Run 1, track usage over the die:
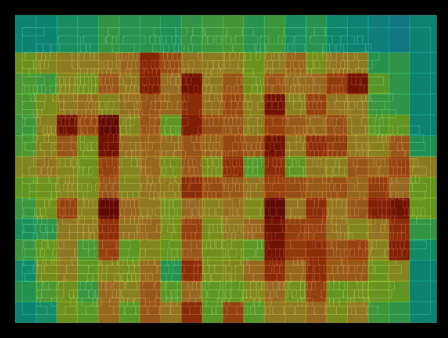
Run 1, routed clock nets over the placement:
The bar under the picture is 50 µm long.
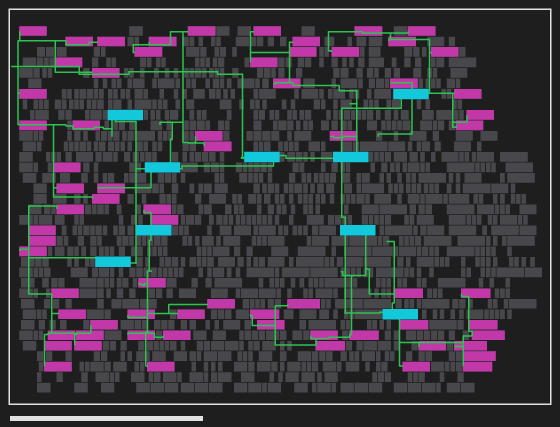
Run 1, the metal 2 layer:
Cells faint in the background.
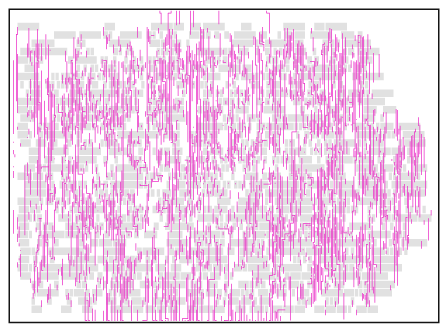
Design path_segment_pipe_flat, sky130hd; sources not shown.
==> impl_metrics.yaml, run 1 <==
# synthesis and place-and-route metrics
yosys:
  netlist_top_cells_count: "287 x nand2_1, 241 x inv_1, 120 x a21oi_1, 95 x nor2_1, 75 x nand3_1"
  fa_ha_area_share_pct: 22.0
  postSynthSeqShare_pct: 18.7
  ys_ff: 69
  syn-cell-area_mm2: 0.00737
  synthArstFlopShare_pct: 0
  ys_sh_xor_pct: 1.77
final_timing:
  finalCriticalPeriod_ps: 5280
  whs_ps: 474
  worstMarginPinSlew_ps: 1060
  max_freq_mhz: 190
  hold_violations: 0
  rsz0062_at_grt: "no"
die:
  taps: 166
  die_w_um: 140
  die-height_um: 102
  io_pins: 91
  rows: 35
worst_setup_path:
  cp_slowest_cell: "fa_1"
  cpMostUsedCell: "nand2_1"
  required_ps: 5830
  critPathBufInv: 3
  endpoint_kind: "flip-flop"
routing:
  drtIter0Drc: 517
  wire_per_inst_um: 14.4
  drt-pass1-iter-count: 5
  drt-met1-wl_um: 10100
  ant_nets: 0
layout:
  final_cell_mix: "287 x nand2_1, 240 x inv_1, 118 x a21oi_1"
  ff_latch_area_mm2: 0.00141
  lay_top_count: "nand2_1"
  fillers: 1145
place:
  dpl-instance-area_mm2: 0.00834
  io_buffers: 90
  gp_congestion: 1.01
  dp_cells: 1400
pwr:
  comb-power_w: 0.000583
  intPower_w: 0.00106
  swShare_pct: 37.0
  combPwrFrac_pct: 34.6
  finalPower_w: 0.00168
global_route:
  gr-total-overflow: 0
cts:
  cts_buffers: 9
  cts_buffer_depth: 2
status:
  status: "finished clean"
hold_path:
  holdPathStages: 2
About 'track usage over the die':
GR peak layer: met2
final core utilization: 67.0%
grt met2 use: 48.2%

About 'routed clock nets over the placement':
magenta -> flip-flops  # count 69
green -> clock wires  # length 1070 µm
cyan -> cells driving clock nets  # count 9
flops lie = all over the die
routed clock nets = 10
Clk. pwr: 0.000533 W
clock power share: 31.6%
clk_lat worst skew: 340 ps
Post-Route Skew: 6.96 ps

About 'the metal 2 layer':
longest straight run = 58.3 µm
share of all routed wire = 42%
nets with wire on the layer = 1100
wire length on this layer = 8560 µm
Total Routed Length: 20400 µm
DR vias: 7460

==> inputs of run 2 (changes only) <==
--- a/config.mk
+++ b/config.mk
@@ -6,6 +6,7 @@
 export NUM_CORES = 1
 export LEC_CHECK = 0
 export ABC_AREA = 1
+export CAP_MARGIN = 20
 export CORE_AREA = 2 2 138 100
 export CTS_CLUSTER_SIZE = 25
 export DETAILED_ROUTE_END_ITERATION = 8
@@ -16,3 +17,4 @@
 export SYNTH_ARGS = -nofsm -noshare
 export SYNTH_HDL_FRONTEND = slang
 export SYNTH_SLANG_ARGS = --single-unit
+export TNS_END_PERCENT = 50
==> run 2 against run 1 <==
Worst hold slack about the same. Count of clock-buffer cells in the layout unchanged. Cell count about the same. Power increased by 0.11%. Clock power about the same. Register-to-register slack about the same. Die area unchanged. Critical path type unchanged.
==> impl_metrics.yaml, run 2 <==
# synthesis and place-and-route metrics
status:
  status: "finished clean"
yosys:
  yosysTopAreaCell: "dfxtp_1"
  ys.flop_type: "dfxtp_1"
  fa_ha_area_share_pct: 22.0
  mux_share_pct: 0
  synth_nets: 1362
  netlist_top_cells_count: "287 x nand2_1, 241 x inv_1, 120 x a21oi_1, 95 x nor2_1, 75 x nand3_1"
  synthArstFlopShare_pct: 0
  ys_sh_xor_pct: 1.77
  postSynthSeqShare_pct: 18.7
  ys_ff: 69
worst_setup_path:
  cpMostUsedCell: "nand2_1"
  cp_slowest_cell: "fa_1"
  required_ps: 5830
  endpoint_kind: "flip-flop"
  critPathBufInv: 3
final_timing:
  hold_violations: 0
  worstMarginPinSlew_ps: 1070
  max_freq_mhz: 189
  rsz0062_at_grt: "no"
  whs_ps: 474
  fin_skew_ps: 7.35
  finalCriticalPeriod_ps: 5280
die:
  die-height_um: 102
  floorplan.core_util_pct: 57.1
  rows: 35
  taps: 166
  die_w_um: 140
  io_pins: 91
cts:
  cts_buffers: 9
  insertion_delay_ps: 340
routing:
  wl_um: 20400
  topRoutingLayerUsed: "met4"
  drt-met1-wl_um: 9980
  drt-pass1-iter-count: 5
  vias: 7510
pwr:
  swShare_pct: 37.0
  comb-power_w: 0.000583
  finalPower_w: 0.00168
  combPwrFrac_pct: 34.6
  intPower_w: 0.00106
global_route:
  grtUsageMet2_pct: 48.2
  grt-busiest-layer: "met2"
  gr-total-overflow: 0
layout:
  antenna_cells: 0
  lay_top_count: "nand2_1"
  ff_latch_area_mm2: 0.00141
  final_cell_mix: "287 x nand2_1, 240 x inv_1, 118 x a21oi_1"
  fillers: 1144
  fin_util_pct: 67.1
place:
  io_buffers: 90
  post-dp-hpwl_um: 16100
  dpl-instance-area_mm2: 0.00834
  place_ws_ps: 217
  dp_cells: 1400
  gp_congestion: 1.01
hold_path:
  hold_class: "flip-flop to flip-flop"
  holdPathStages: 2
Run 2, routed clock nets over the placement:
The bar under the picture is 50 µm long.
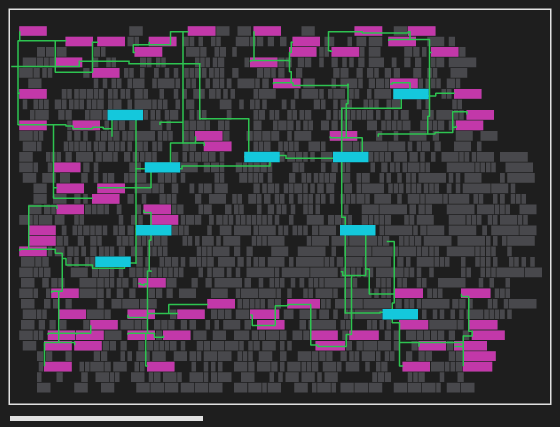
green -> clock wires  # length 1080 µm
cyan -> cells driving clock nets  # count 9
magenta -> flip-flops  # count 69
routed clock nets = 10
Clk. pwr: 0.000534 W
clock power share: 31.7%

Run 2, routed metal, one colour a layer:
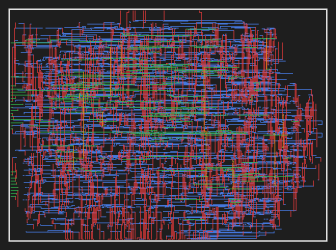
red -> met2  # wire length 8580 µm
blue -> met1  # wire length 9980 µm
orange -> met4  # wire length 211 µm
green -> met3  # wire length 1680 µm
Total GRT Usage: 30.3%
drt wl/cell: 14.4 µm

No activity file was given, so power comes from the tool's default toggle rates.
